**src/rtl/cnt_mon_pkg.sv**
```systemverilog
// Shared constants for the counter-sequence monitor: mode selects, FSM state
// encodings and the seed value each counter family starts from.
package cnt_mon_pkg;

  localparam logic [1:0] MODE_BIN  = 2'd0;
  localparam logic [1:0] MODE_RING = 2'd1;
  localparam logic [1:0] MODE_JOHN = 2'd2;

  localparam logic [1:0] ST_IDLE   = 2'd0;
  localparam logic [1:0] ST_SEEK   = 2'd1;
  localparam logic [1:0] ST_CHECK  = 2'd2;
  localparam logic [1:0] ST_LOCKED = 2'd3;

  localparam logic [3:0] SEED_BIN  = 4'b0000;
  localparam logic [3:0] SEED_RING = 4'b0001;
  localparam logic [3:0] SEED_JOHN = 4'b0000;

endpackage

```
**src/rtl/cnt_seq_next.sv**
```systemverilog
// Combinational successor/seed lookup for the 4-bit counter family.
// Mode 3 is not a distinct sequence and falls back to binary.
module cnt_seq_next
  import cnt_mon_pkg::*;
(
  input  logic [1:0] mode,
  input  logic [3:0] x,
  output logic [3:0] nxt,
  output logic [3:0] seed
);

  // successor and seed per selected sequence
  always_comb begin
    nxt  = x + 4'd1;
    seed = SEED_BIN;
    case (mode)
      MODE_RING: begin
        nxt  = {x[2:0], x[3]};
        seed = SEED_RING;
      end
      MODE_JOHN: begin
        nxt  = {x[2:0], ~x[3]};
        seed = SEED_JOHN;
      end
      default: begin
        nxt  = x + 4'd1;
        seed = SEED_BIN;
      end
    endcase
  end

endmodule

```
**src/rtl/cnt_seq_monitor.sv**
```systemverilog
// Checks that a counter's output follows its legal sequence, declares lock
// after LOCK_CNT good transitions and counts every loss of lock.
module cnt_seq_monitor
  import cnt_mon_pkg::*;
#(
  parameter int LOCK_CNT = 4,
  parameter int ERR_W    = 8
) (
  input  logic             clk,
  input  logic             rst,
  input  logic             i_en,
  input  logic [1:0]       i_mode,
  input  logic             i_clr,
  input  logic [3:0]       i_cnt,
  output logic             o_lock,
  output logic             o_err,
  output logic             o_wrap,
  output logic [ERR_W-1:0] o_err_cnt
);

  localparam logic [3:0]       LOCK_TGT = 4'(LOCK_CNT);
  localparam logic [ERR_W-1:0] ERR_MAX  = {ERR_W{1'b1}};
  localparam logic [ERR_W-1:0] ERR_ONE  = {{(ERR_W-1){1'b0}}, 1'b1};

  logic [1:0]       state_q,   state_d;
  logic [1:0]       mode_q,    mode_d;
  logic [3:0]       prev_q,    prev_d;
  logic [3:0]       run_q,     run_d;
  logic             lock_q,    lock_d;
  logic             err_q,     err_d;
  logic             wrap_q,    wrap_d;
  logic [ERR_W-1:0] err_cnt_q, err_cnt_d;

  logic [3:0] nxt_s;
  logic [3:0] seed_s;
  logic [3:0] run_inc_s;
  logic       good_s;

  cnt_seq_next u_next (
    .mode (mode_q),
    .x    (prev_q),
    .nxt  (nxt_s),
    .seed (seed_s)
  );

  assign good_s    = (i_cnt == nxt_s);
  assign run_inc_s = run_q + 4'd1;

  // FSM next state, run length, wrap/error pulses and saturating error count
  always_comb begin
    state_d = state_q;
    mode_d  = mode_q;
    run_d   = run_q;
    prev_d  = i_cnt;
    err_d   = 1'b0;
    wrap_d  = 1'b0;
    // disable takes priority over any mismatch seen on the same edge
    if (!i_en) begin
      state_d = ST_IDLE;
    end else begin
      case (state_q)
        ST_IDLE: begin
          state_d = ST_SEEK;
          mode_d  = i_mode;
        end
        ST_SEEK: begin
          if (i_cnt == seed_s) begin
            state_d = ST_CHECK;
            run_d   = 4'd0;
          end else begin
            state_d = ST_SEEK;
          end
        end
        ST_CHECK: begin
          if (good_s) begin
            run_d = run_inc_s;
            if (run_inc_s == LOCK_TGT) begin
              state_d = ST_LOCKED;
            end else begin
              state_d = ST_CHECK;
            end
          end else begin
            state_d = ST_SEEK;
          end
        end
        ST_LOCKED: begin
          if (good_s) begin
            state_d = ST_LOCKED;
            wrap_d  = (i_cnt == seed_s);
          end else begin
            state_d = ST_SEEK;
            err_d   = 1'b1;
          end
        end
        default: begin
          state_d = ST_IDLE;
        end
      endcase
    end

    lock_d = (state_d == ST_LOCKED);

    if (i_clr) begin
      err_cnt_d = {ERR_W{1'b0}};
    end else if (err_d && (err_cnt_q != ERR_MAX)) begin
      err_cnt_d = err_cnt_q + ERR_ONE;
    end else begin
      err_cnt_d = err_cnt_q;
    end
  end

  // state and output registers
  always_ff @(posedge clk or posedge rst) begin
    if (rst) begin
      state_q   <= ST_IDLE;
      mode_q    <= MODE_BIN;
      prev_q    <= 4'd0;
      run_q     <= 4'd0;
      lock_q    <= 1'b0;
      err_q     <= 1'b0;
      wrap_q    <= 1'b0;
      err_cnt_q <= {ERR_W{1'b0}};
    end else begin
      state_q   <= state_d;
      mode_q    <= mode_d;
      prev_q    <= prev_d;
      run_q     <= run_d;
      lock_q    <= lock_d;
      err_q     <= err_d;
      wrap_q    <= wrap_d;
      err_cnt_q <= err_cnt_d;
    end
  end

  assign o_lock    = lock_q;
  assign o_err     = err_q;
  assign o_wrap    = wrap_q;
  assign o_err_cnt = err_cnt_q;

endmodule

```
**config.mk**
```make
export PLATFORM = sky130hd
export DESIGN_NAME = cnt_seq_monitor
export DESIGN_NICKNAME = d
export VERILOG_FILES = /design/src/rtl/cnt_mon_pkg.sv /design/src/rtl/cnt_seq_next.sv /design/src/rtl/cnt_seq_monitor.sv
export SDC_FILE = /design/constraint.sdc
export NUM_CORES = 1
export LEC_CHECK = 0
export CAP_MARGIN = 0
export CORE_MARGIN = 2
export CORE_UTILIZATION = 57
export CTS_CLUSTER_DIAMETER = 80
export DETAILED_ROUTE_END_ITERATION = 10
export GPL_ROUTABILITY_DRIVEN = 0
export HOLD_SLACK_MARGIN = 0.08
export PLACE_DENSITY_LB_ADDON = 0.05
export SYNTH_ARGS = -nofsm -noshare
export SYNTH_HDL_FRONTEND = slang
export SYNTH_SLANG_ARGS = --single-unit
```
**constraint.sdc**
```tcl
create_clock -name clk -period 3.8 [get_ports clk]
set_input_delay 0.76 -clock clk [delete_from_list [all_inputs] [get_ports clk]]
set_output_delay 0.76 -clock clk [all_outputs]
set_load 0.1 [all_outputs]
```
Fig. 1: M1 wires
Drawn at 6 px/µm. Cells faint in the background.
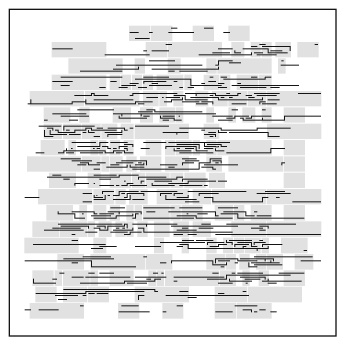
The layer holds 49% of the routed length. 168 nets have wire on it. The longest straight run is 17.5 µm. The layer carries 1,390 µm of wire.
number of vias in the routed layout: 1,136
global-route met1 utilization: 28.6%
drt total wl: 2850 µm

Fig. 2: the metal 2 layer
Drawn at 8 px/µm.
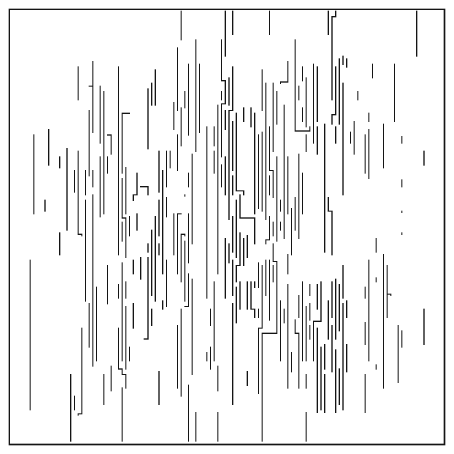
The wires run mostly vertical. The layer holds 49% of the routed length.
met2 Resource Use GR: 36.5%

Fig. 3: the metal 3 layer
Drawn at 4 px/µm. Cells faint in the background.
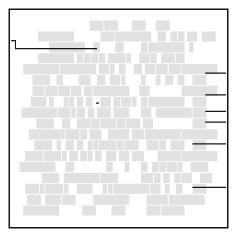
The wires run mostly horizontal. The layer carries 58.9 µm of wire. 7 nets have wire on it. The longest straight run is 20.2 µm.
met3 global-route usage: 2.73%

Fig. 4: pin map
Drawn at 8 px/µm. Pins as bars across the die edge, other pins in gray.
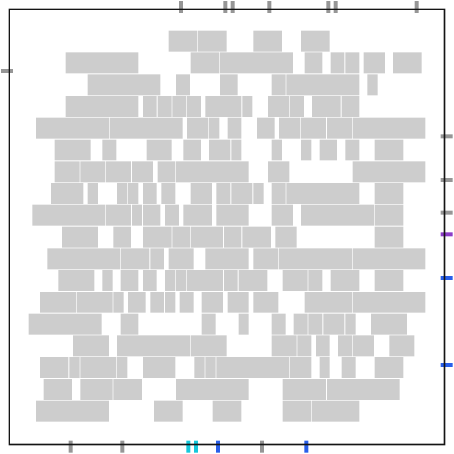
Purple shows `o_lock`, pins 1, direction output, edge right. Blue shows `i_cnt`, pins 4, direction input, edge 2 bottom, 2 right. Cyan shows `i_mode`, pins 2, direction input, edge bottom.
All pins by edge: 7 top, 7 bottom, 6 right, 1 left.
chip width: 54.2 µm
count of buffers inserted at the top-level ports: 20
die extent in y: 54.2 µm

==> PnR_summary.wiki <==
== Metrics ==
{| class="wikitable"
! Metric !! Value
|-
| Number of max-cap violations || 0
|-
| Largest net degree at the start of global routing || 24
|-
| Highest clock rate || 0.371 GHz
|-
| Reported leakage power || 0.748 nW
|-
| Endpoint arrival time on the critical path || 1.93 ns
|-
| Buffering stage count on the worst path with inverters included || 1
|-
| Vias in the first global route || 1,064
|-
| Cell types with the largest area share after synthesis || sky130_fd_sc_hd__dfrtp_1 (40%), sky130_fd_sc_hd__ha_1 (9.6%), sky130_fd_sc_hd__a21oi_1 (3.8%)
|-
| Crit-path cells || clkdlybuf4s50_1
|-
| Crit. End Element || output pin
|-
| Cell area after synthesis || 1440 µm²
|-
| Result of the run || finished, final reports clean
|-
| Crit-path max FO || 7
|-
| Placeable Area || 2430 µm²
|-
| Kind of start point of the critical path || flip-flop
|-
| Synthesized net count || 165
|-
| Antenna violations before repair || 0
|-
| Ratio of cells with drive above 1 in the final layout || 9.09%
|-
| Slowest-stage cell, CP || sky130_fd_sc_hd__clkdlybuf4s50_1
|-
| Cell row count || 18
|-
| Depth of the worst hold-timing path || 1
|-
| Root Driver || sky130_fd_sc_hd__clkbuf_4
|-
| Resize count post-CTS || 0
|-
| Launch point of the worst hold path || run_q[3]
|-
| Final core utilization || 69.2%
|-
| Global-route wire length before repair || 4660 µm
|-
| Final setup skew || 0.00769 ns
|-
| Number of OpenROAD warnings || 32
|-
| Floorplan utilization || 59.1%
|-
| Count of final hold-check violations || 0
|-
| Number of CTS-inserted buffers || 3
|-
| Fraction of registers with async set or reset after synthesis || 100%
|-
| Final min period || 2.69 ns
|-
| Cells on worst reg2reg path || 7
|-
| Reg-to-Reg Start || mode_q[0]
|-
| Buffer depth of the longest clock path || 2
|-
| Most frequent cell after synthesis || sky130_fd_sc_hd__dfrtp_1
|-
| Post-synthesis register bit count || 23
|-
| Area reported by Yosys stat || 1440 µm²
|-
| Mean routed wirelength per cell || 14.6 µm
|-
| Top cell types by occurrence after synthesis || sky130_fd_sc_hd__dfrtp_1 (23), sky130_fd_sc_hd__a21oi_1 (11), sky130_fd_sc_hd__ha_1 (11), sky130_fd_sc_hd__inv_1 (11)
|}
cell type report:
| type | instances | area (µm²) |
|---|---|---|
| timing repair buffer | 20 | 200 |
| clock inverter | 1 | 5.00 |
| inverter | 11 | 41.3 |
| fill | 196 | 749 |
| multi-input combinational | 107 | 801 |
| clock buffer | 3 | 22.5 |
| tap | 30 | 37.5 |
| sequential | 23 | 576 |
power breakdown:
group	internal (W)	switching, W	total [W]
registers	0.000252	0.00000644	0.000258
clock network	0.0000393	0.0000765	0.000116
logic	0.0000575	0.0000735	0.000131
total	0.000348	0.000156	0.000505
cell families (layout without fill, tap and decap cells):
| logic type | count (synthesis) | after routing | synth area share [%] |
|---|---|---|---|
| AOI/OAI and AO/OA | 37 | 37 | 17.6 |
| xor gates and xnor gates | 7 | 7 | 4.26 |
| adders and majority gates | 11 | 11 | 9.57 |
| buffers and inverters | 14 | 35 | 4.26 |
| DFF | 23 | 23 | 40.0 |
| muxes | 7 | 7 | 5.57 |
| and+or+nand+nor | 45 | 45 | 18.7 |
sequential cells by signal (all words and copies together) (netlist names):
signal,cells
mode_q,2
o_err,1
o_err_cnt,8
o_lock,1
o_wrap,1
prev_q,4
run_q,4
state_q,2
worst max path at each step:
stage,start,to,slack (ns),cells after the start
2_1_floorplan,o_err_cnt[0],o_err_cnt[3],1.45,6
3_3_place_gp,i_cnt[3],o_err_cnt[5],0.98,7
3_5_place_dp,i_cnt[3],o_err_cnt[7],0.91,7
4_1_cts,o_err_cnt[3],o_err_cnt[3],1.11,1
5_1_grt,o_err_cnt[3],o_err_cnt[3],1.04,1
6_report,o_err_cnt[3],o_err_cnt[3],1.11,1
placed cells by master, fill, tap and decap left out, drive strengths merged, types with 2 or more instances in the layout:
| master | synthesis | final |
|---|---|---|
| nand2 | 9 | 9 |
| xor2 | 3 | 3 |
| dfrtp | 23 | 23 |
| a21oi | 11 | 11 |
| xnor2 | 4 | 4 |
| and2 | 2 | 2 |
| and3 | 5 | 5 |
| ha | 11 | 11 |
| o31ai | 3 | 3 |
| clkbuf | 0 | 3 |
| nor2b | 5 | 5 |
| nor2 | 3 | 3 |
| nand3b | 2 | 2 |
| nor3 | 2 | 2 |
| mux2 | 5 | 5 |
| o21ai | 9 | 9 |
| a221o | 2 | 2 |
| a22o | 2 | 2 |
| mux2i | 2 | 2 |
| inv | 11 | 11 |
| clkdlybuf4s50 | 0 | 20 |
| a311oi | 2 | 2 |
| nand3 | 8 | 8 |
| or4 | 3 | 3 |
per-stage QoR:
stage	setup slack, ns	area, µm²	cells	hold slack (ns)	total power, W
floorplan	1.45	1440	144	0.485	0.000366
global placement	0.979	1660	191	0.523	0.000388
detailed placement	0.912	1660	191	0.518	0.000392
CTS	1.11	1680	195	0.556	0.000507
global route	1.04	1680	195	0.584	0.000530
finish	1.11	1680	195	0.556	0.000505
per-layer routing:
metal,track usage (%),vias up,share of wire [%]
li1,-,565,-
met1,28.6,562,49
met2,36.5,7,49
met3,2.73,2,2.0
met4,7.08,0,0.46
met5,0,-,0
Power is estimated from default activity; no workload was simulated.
